$ cat config.mk
export PLATFORM = sky130hd
export DESIGN_NAME = clock_gen_ctrl
export DESIGN_NICKNAME = d
export VERILOG_FILES = /design/src/rtl/clock_gen_ctrl_pkg.sv /design/src/rtl/clock_gen_ctrl_phase_counter.sv /design/src/rtl/clock_gen_ctrl.sv
export SDC_FILE = /design/constraint.sdc
export NUM_CORES = 1
export LEC_CHECK = 0
export ABC_AREA = 1
export CORE_MARGIN = 1
export CORE_UTILIZATION = 50
export DETAILED_ROUTE_END_ITERATION = 7
export PLACE_DENSITY_LB_ADDON = 0.3
export SYNTH_ARGS = -nofsm -noshare
export SYNTH_HDL_FRONTEND = slang
export SYNTH_SLANG_ARGS = --single-unit
$ cat constraint.sdc
create_clock -name clk -period 1.8 [get_ports clk]
set_input_delay 0.36 -clock clk [delete_from_list [all_inputs] [get_ports clk]]
set_output_delay 0.36 -clock clk [all_outputs]
set_load 0.01 [all_outputs]
$ cat src/rtl/clock_gen_ctrl_pkg.sv
// -----------------------------------------------------------------------------
// clock_gen_ctrl_pkg
// Shared definitions for the programmable clock-generator controller:
//   - STATE_W      : width of the controller state encoding
//   - state_t      : controller states (IDLE, RUN_LO, RUN_HI)
//   - CNT_W_DEF    : default width of the phase-length inputs / phase counter
//   - BURST_W_DEF  : default width of the burst-length input / period counter
// -----------------------------------------------------------------------------
package clock_gen_ctrl_pkg;

    localparam int STATE_W     = 2;
    localparam int CNT_W_DEF   = 8;
    localparam int BURST_W_DEF = 8;

    typedef enum logic [STATE_W-1:0] {
        IDLE   = 2'd0,
        RUN_LO = 2'd1,
        RUN_HI = 2'd2
    } state_t;

endpackage

$ cat src/rtl/clock_gen_ctrl_phase_counter.sv
// -----------------------------------------------------------------------------
// clock_phase_counter
// Loadable down-counter that times one phase (high or low) of the generated
// clock. A load takes priority over counting; the counter holds at zero when
// enabled without a load.
// Ports:
//   clk       in   system clock
//   reset     in   asynchronous active-high reset
//   load      in   load load_val on the next edge
//   load_val  in   CNT_W value to load (phase length minus one)
//   en        in   decrement enable
//   count     out  CNT_W current count
//   zero      out  count equals zero (phase ends on this cycle's edge)
// -----------------------------------------------------------------------------
module clock_phase_counter #(
    parameter int CNT_W = 8
) (
    input  logic             clk,
    input  logic             reset,
    input  logic             load,
    input  logic [CNT_W-1:0] load_val,
    input  logic             en,
    output logic [CNT_W-1:0] count,
    output logic             zero
);

    logic [CNT_W-1:0] r_count;

    always_ff @(posedge clk or posedge reset) begin
        if (reset) begin
            r_count <= '0;
        end else if (load) begin
            r_count <= load_val;
        end else if (en && (r_count != '0)) begin
            r_count <= r_count - CNT_W'(1);
        end
    end

    assign count = r_count;
    assign zero  = (r_count == '0);

endmodule

$ cat src/rtl/clock_gen_ctrl.sv
// -----------------------------------------------------------------------------
// clock_gen_ctrl
// Counter-driven square-wave generator. Once started it produces a registered
// clock output with programmable phase lengths, either for a fixed number of
// periods or free-running until stopped. A stop during the high phase is
// deferred so the output never emits a shortened high pulse.
//
// Optional feature macro: CLOCK_GEN_CTRL_DUTY_EN
//   defined   : adds low_period input; low phase = max(low_period,1) cycles
//   undefined : low phase equals the high phase (50% duty)
//
// Ports:
//   clk          in   system clock
//   reset        in   asynchronous active-high reset
//   start        in   begin a run (sampled in IDLE only)
//   stop         in   end a run (sampled while busy only)
//   half_period  in   CNT_W high-phase length (and low phase without duty
//                     feature); 0 is treated as 1
//   low_period   in   CNT_W low-phase length (duty feature only)
//   burst        in   BURST_W number of periods; 0 = free-run
//   clk_out      out  generated clock, registered
//   tick         out  one-cycle pulse following each rising toggle
//   busy         out  high while a run is in progress
//   done         out  one-cycle pulse when a run completes
//   dbg_state    out  current controller state
//
// Handshake: start/stop are level requests sampled on the rising clk edge;
// start is accepted only in IDLE with stop low, stop is honoured only while
// busy. There is no ready/ack beyond busy and done.
// -----------------------------------------------------------------------------
module clock_gen_ctrl
    import clock_gen_ctrl_pkg::*;
#(
    parameter int CNT_W   = CNT_W_DEF,
    parameter int BURST_W = BURST_W_DEF
) (
    input  logic               clk,
    input  logic               reset,
    input  logic               start,
    input  logic               stop,
    input  logic [CNT_W-1:0]   half_period,
`ifdef CLOCK_GEN_CTRL_DUTY_EN
    input  logic [CNT_W-1:0]   low_period,
`endif
    input  logic [BURST_W-1:0] burst,
    output logic               clk_out,
    output logic               tick,
    output logic               busy,
    output logic               done,
    output logic [STATE_W-1:0] dbg_state
);

    // ---------------------------------------------------------------------
    // Registers
    // ---------------------------------------------------------------------
    state_t             r_state;
    logic [CNT_W-1:0]   r_h_m1;          // latched high phase length minus one
    logic [BURST_W-1:0] r_burst;         // latched burst length
    logic [BURST_W-1:0] r_period_cnt;    // completed periods, saturating
    logic               r_stop_pending;
    logic               r_clk_out;
    logic               r_tick;
    logic               r_done;
`ifdef CLOCK_GEN_CTRL_DUTY_EN
    logic [CNT_W-1:0]   r_l_m1;          // latched low phase length minus one
`endif

    // ---------------------------------------------------------------------
    // Wires
    // ---------------------------------------------------------------------
    state_t             w_state_nxt;
    logic [CNT_W-1:0]   w_h_m1_in;
    logic [CNT_W-1:0]   w_l_m1_in;
    logic [CNT_W-1:0]   w_l_m1;
    logic [CNT_W-1:0]   w_count;
    logic               w_zero;
    logic               w_phase_end;
    logic [BURST_W-1:0] w_period_inc;
    logic               w_burst_done;
    logic               w_stop_req;
    logic               w_start_ok;

    logic               w_load;
    logic [CNT_W-1:0]   w_load_val;
    logic               w_latch;
    logic               w_period_clr;
    logic               w_period_inc_en;
    logic               w_stop_pend_nxt;
    logic               w_clk_out_nxt;
    logic               w_tick_nxt;
    logic               w_done_nxt;

    // Phase lengths of 0 behave as 1, so the reload value clamps at 0.
    assign w_h_m1_in = (half_period == '0) ? '0 : (half_period - CNT_W'(1));
`ifdef CLOCK_GEN_CTRL_DUTY_EN
    assign w_l_m1_in = (low_period == '0) ? '0 : (low_period - CNT_W'(1));
    assign w_l_m1    = r_l_m1;
`else
    assign w_l_m1_in = w_h_m1_in;
    assign w_l_m1    = r_h_m1;
`endif

    assign w_phase_end  = (r_state != IDLE) && w_zero;
    assign w_period_inc = (r_period_cnt == '1) ? r_period_cnt
                                               : (r_period_cnt + BURST_W'(1));
    // Completion is judged on the count the period counter is about to take.
    assign w_burst_done = (r_burst != '0) && (w_period_inc == r_burst);
    // A stop arriving on the very edge that ends the high phase also counts.
    assign w_stop_req   = r_stop_pending || stop;
    assign w_start_ok   = start && !stop;

    // ---------------------------------------------------------------------
    // Phase counter
    // ---------------------------------------------------------------------
    clock_phase_counter #(
        .CNT_W (CNT_W)
    ) u_phase_cnt (
        .clk      (clk),
        .reset    (reset),
        .load     (w_load),
        .load_val (w_load_val),
        .en       (r_state != IDLE),
        .count    (w_count),
        .zero     (w_zero)
    );

    // ---------------------------------------------------------------------
    // FSM: state register
    // ---------------------------------------------------------------------
    always_ff @(posedge clk or posedge reset) begin
        if (reset) begin
            r_state <= IDLE;
        end else begin
            r_state <= w_state_nxt;
        end
    end

    // ---------------------------------------------------------------------
    // FSM: next-state logic
    // ---------------------------------------------------------------------
    always_comb begin
        w_state_nxt = r_state;
        case (r_state)
            IDLE: begin
                if (w_start_ok) begin
                    w_state_nxt = RUN_LO;
                end
            end
            RUN_LO: begin
                // Stop during the low phase wins over a coincident rise.
                if (stop) begin
                    w_state_nxt = IDLE;
                end else if (w_phase_end) begin
                    w_state_nxt = RUN_HI;
                end
            end
            RUN_HI: begin
                if (w_phase_end) begin
                    if (w_burst_done || w_stop_req) begin
                        w_state_nxt = IDLE;
                    end else begin
                        w_state_nxt = RUN_LO;
                    end
                end
            end
            default: begin
                w_state_nxt = IDLE;
            end
        endcase
    end

    // ---------------------------------------------------------------------
    // FSM: output / datapath control logic
    // ---------------------------------------------------------------------
    always_comb begin
        w_load          = 1'b0;
        w_load_val      = r_h_m1;
        w_latch         = 1'b0;
        w_period_clr    = 1'b0;
        w_period_inc_en = 1'b0;
        w_stop_pend_nxt = r_stop_pending;
        w_clk_out_nxt   = r_clk_out;
        w_tick_nxt      = 1'b0;
        w_done_nxt      = 1'b0;
        case (r_state)
            IDLE: begin
                w_clk_out_nxt   = 1'b0;
                w_stop_pend_nxt = 1'b0;
                if (w_start_ok) begin
                    w_latch      = 1'b1;
                    w_load       = 1'b1;
                    w_load_val   = w_l_m1_in;   // a run opens with a low phase
                    w_period_clr = 1'b1;
                end
            end
            RUN_LO: begin
                if (stop) begin
                    w_clk_out_nxt   = 1'b0;
                    w_done_nxt      = 1'b1;
                    w_stop_pend_nxt = 1'b0;
                end else if (w_phase_end) begin
                    w_clk_out_nxt = 1'b1;
                    w_tick_nxt    = 1'b1;
                    w_load        = 1'b1;
                    w_load_val    = r_h_m1;
                end
            end
            RUN_HI: begin
                if (stop) begin
                    w_stop_pend_nxt = 1'b1;
                end
                if (w_phase_end) begin
                    w_clk_out_nxt   = 1'b0;
                    w_period_inc_en = 1'b1;
                    w_load          = 1'b1;
                    w_load_val      = w_l_m1;
                    if (w_burst_done || w_stop_req) begin
                        w_done_nxt      = 1'b1;
                        w_stop_pend_nxt = 1'b0;
                    end
                end
            end
            default: begin
                w_clk_out_nxt   = 1'b0;
                w_stop_pend_nxt = 1'b0;
            end
        endcase
    end

    // ---------------------------------------------------------------------
    // Registered outputs, run configuration and period counter
    // ---------------------------------------------------------------------
    always_ff @(posedge clk or posedge reset) begin
        if (reset) begin
            r_h_m1         <= '0;
            r_burst        <= '0;
            r_period_cnt   <= '0;
            r_stop_pending <= 1'b0;
            r_clk_out      <= 1'b0;
            r_tick         <= 1'b0;
            r_done         <= 1'b0;
`ifdef CLOCK_GEN_CTRL_DUTY_EN
            r_l_m1         <= '0;
`endif
        end else begin
            if (w_latch) begin
                r_h_m1  <= w_h_m1_in;
                r_burst <= burst;
`ifdef CLOCK_GEN_CTRL_DUTY_EN
                r_l_m1  <= w_l_m1_in;
`endif
            end
            if (w_period_clr) begin
                r_period_cnt <= '0;
            end else if (w_period_inc_en) begin
                r_period_cnt <= w_period_inc;
            end
            r_stop_pending <= w_stop_pend_nxt;
            r_clk_out      <= w_clk_out_nxt;
            r_tick         <= w_tick_nxt;
            r_done         <= w_done_nxt;
        end
    end

    assign clk_out   = r_clk_out;
    assign tick      = r_tick;
    assign done      = r_done;
    assign busy      = (r_state != IDLE);
    assign dbg_state = r_state;

endmodule

**Power grid**

Scale bar: 20 um. Pins as bars on the die edge.
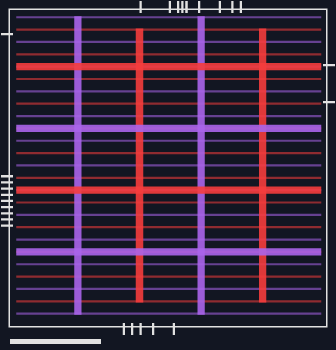
[VDD] red
[VSS] purple
rows: 24
signal pins: 26
met4 straps: 4
met5 straps: 4

**Placed cells, one color a class**

Fill, decap, tap and diode cells in gray.
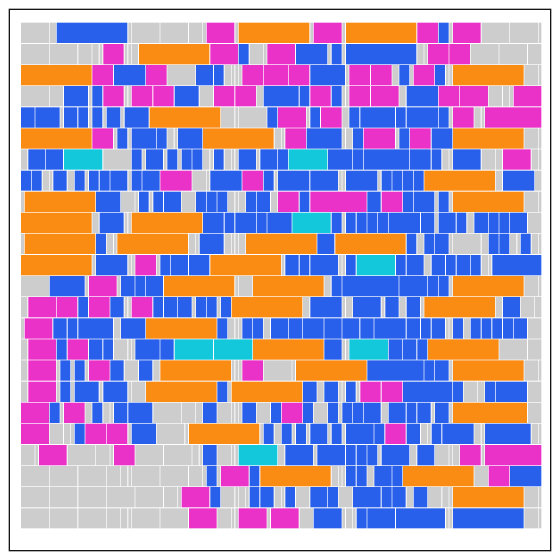
[flops] orange | cells: 38 | share of their area: 28%
[combinational and other logic] blue | cells: 265 | share of their area: 49%
[clock drivers and dummy loads] cyan | cells: 8 | share of their area: 3.3%
[other buffers and delay cells] magenta | cells: 74 | share of their area: 20%
Final Util: 0.779
# rows: 24
fin area: 3420 um^2

**Clock wires, drivers and flops**

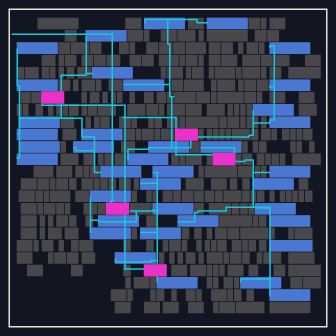
[flip-flops] blue | count: 38
[clock drivers] magenta | count: 5
[clock wires] cyan | length: 510 um
routed clock nets: 6
clock network power share: 0.160
Worst-Skew Late Latency: 0.30 ns
clk pwr: 692 uW
Clock Skew: 0.0112 ns

**Wiring by layer**

Scale bar: 20 um. Two of the layers only.
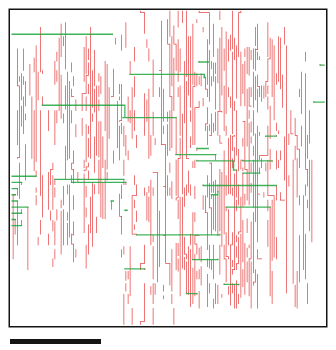
[metal 3] green | wire length: 219 um
[metal 2] red | wire length: 3090 um
Vias: 2282
drt total wl: 5910 um
gr usage total: 0.254
drt wl/cell: 13.5 um

==> impl_metrics.toml <==
# flow metrics
[run_status]
outcome = "finished with violations"
violations = "negative setup slack"

[grt]
grt_pass1_vias = 2225
grt_max_degree = 39
grt_pass1_wl_um = 9680
antenna_found_initial = 0
grt_overflow = 0

[synth]
synthCells = 304
synth.mux.area_fraction = 0
ys_cells = 304
ys_top_logic_family = "simple AND/OR/NAND/NOR gates"
syn_avg_cell_area_um2 = 7.52
ys_sh_simple = 0.311
yosysWarnings = 0
yosys.area_share.adder = 0.0383
netlist-cell-type-count = 32
synth_xor_xnor_area_share = 0.0537
synth-area-yosys_um2 = 2280
postSynthSeqShare = 0.416
aoi_share = 0.0980
netlist_area_um2 = 2280
syn_nets = 331
ys_ff = 38

[floorplan]
ios = 26
die_area_um2 = 4840
dieHeight_um = 69.6
core_um2 = 4380
core_util_floorplan = 0.521
die_w_um = 69.6

[run]
maxCapViolations = 0
warning_count = 31

[drt]
ant_nets = 0
via_per_inst = 5.22
first_pass_iters = 5
drc = 0
drtIter0Drc = 136

[sta]
slew_headroom = 0.685
min_period_over_period = 1.03
setup_ws_ns = -0.0490
fin_crit_ns = 1.85
finalSetupViolCount = 5
drv_slew = 0
fmax_ghz = 0.541
tightestPinTransition_ns = 0.473
final_hold_viol_count = 0
rsz0062_at_grt = "true"

[setup_path]
worst-path-buf-inv = 1
worstSetupEndpointType = "register"
startpoint_type = "register"
cp_common_cell = "nand2_1"
crit_chain = "ha_4, nand2_4, nor2_4, buf_12, nand2_8, nand3_1, nand2_1, nand3_2, nor2_4, nand3_2, nand3_2, nand2_1, nand2_1, nand2_1"
slowest_stage = "dfrtp_1"
crit_path_max_incr_delay_ns = 0.41
crit_type = "register to register"
cp.arrival_ns = 2.04
cp_max_fo = 7
required_ns = 1.99
crit_family = "simple AND/OR/NAND/NOR gates"

[hold_path]
hp-class = "primary input to asynchronous set/reset pin"

[finish]
drive_gt1_frac = 0.335
final_cell_mix = "nand2_1 (77), buf_4 (44), dfrtp_1 (37)"
final_cells = 437
nets = 411
areaGrowthSynthToFinish_pct = 49.6
layout_top_cell = "nand2_1"
diodes = 0

[cts]
cts_hold_buf = 0
htreeDepth = 2
cts_inserted_buffers = 5
cts_tree = "yes"
root_buffer = "clkbuf_8"
clk_pin_slew_worst_paths_ns = 0.08
cts_sinks = 38
clockBufferDepth = 2

[place]
gp_congestion = 0.840
pre_cts_ws_ns = -0.188
dp.cells = 412
dp_hpwl_um = 3820
io_buffers = 25

[power]
leakagePower_uw = 0.00156
powerDensity_nw_per_um2 = 1260
ir_drop_v = 0.00103
finalPower_uw = 4320
[per-stage QoR]
| step | hold WS [ns] | cell area, um^2 | TNS, ns | utilization |
|---|---|---|---|---|
| after floorplan | 0.462 | 2290 | 0 | - |
| after global placement | 0.462 | 2850 | -1.06 | 0.651 |
| after detailed placement | 0.463 | 2850 | -1.89 | 0.651 |
| after CTS | 0.478 | 3260 | -0.408 | 0.743 |
| after global routing | 0.529 | 3420 | -1.57 | 0.779 |
| final | 0.468 | 3420 | -0.138 | 0.779 |
[routing by layer]
layer	routed length [um]	part of all wire	global-route usage	up-vias
met5	0	0	0	-
met4	89	0.015	0.104	0
met3	219	0.037	0.0465	7
met2	3090	0.52	0.441	52
met1	2520	0.43	0.309	1088
li1	-	-	-	1135
[logic make-up (layout without fill, tap and decap cells)]
group                    Yosys count  after routing
AND/OR/NAND/NOR                  158            159
buffers and inverters             48            128
AND-OR/OR-AND                     39             39
flip-flops                        38             38
XOR/XNOR                          14             14
adder cells (fa/ha/maj)            7              7
[flip-flops by register name, indices dropped and copies added, names as in the netlist]
| register | flops |
|---|---|
| clk_out | 1 |
| done | 1 |
| tick | 1 |
| r_period_cnt | 8 |
| dbg_state | 2 |
| r_stop_pending | 1 |
| r_burst | 8 |
| r_h_m1 | 8 |
| u_phase_cnt.count | 8 |
[power breakdown]
| part | switching [uW] | total [uW] | internal [uW] |
|---|---|---|---|
| Clock | 305 | 692 | 387 |
| Combinational | 1190 | 2260 | 1070 |
| Sequential | 199 | 1370 | 1170 |
[cell usage after synthesis]
library cell	n	area share
nor4_1	2	0.0055
o22ai_1	2	0.0055
xor2_1	8	0.031
a21boi_2	1	0.0049
xnor2_1	6	0.023
inv_1	39	0.064
nor3_1	3	0.0066
dfrtp_1	38	0.42
clkbuf_1	2	0.0033
nor2_1	13	0.021
o21ai_1	1	0.0022
ha_1	7	0.038
nor2_2	5	0.014
or2_2	1	0.0027
o21a_1	1	0.0033
o31ai_1	1	0.0033
nor2_4	2	0.0099
clkinv_1	1	0.0016
nand4_1	3	0.0082
nand2_2	3	0.0082
nand2_1	95	0.16
buf_6	1	0.0049
nand3_2	2	0.0088
nand2_4	2	0.0099
clkinv_2	1	0.0022
nand3b_1	1	0.0033
o21ai_0	27	0.059
o31ai_2	1	0.0055
a21oi_1	2	0.0044
inv_2	4	0.0066
nand3_1	26	0.057
o211ai_1	3	0.0099
[worst paths after layout]
kind | slack, ns | start | cells past startpoint | endpoint
hold reg to reg | 0.49 | clk_out | 2 | clk_out
max in group asynchronous | 0.97 | reset | 3 | r_period_cnt[2]
setup reg to reg | -0.05 | r_period_cnt[1] | 14 | dbg_state[0]
min in group clk | 0.49 | clk_out | 2 | clk_out
hold / removal | 0.47 | reset | 3 | dbg_state[1]
setup / recovery | -0.05 | r_period_cnt[1] | 14 | dbg_state[0]
[what timing repair did]
item	in CTS	in global routing
pin swaps	25	14
gates resized	52	30
setup endpoints to repair	20	24
cloned	2	0
setup buffers	8	7
[final cells by class]
type	count	area, um^2
Multi-Input combinational cell	219	1440
Fill cell	286	967
Sequential cell	38	952
Timing Repair Buffer	74	662
Inverter	45	178
Clock buffer	8	110
Tap cell	52	65.1
Timing Repair inverter	1	8.76
Power and IR drop assume default switching activity.
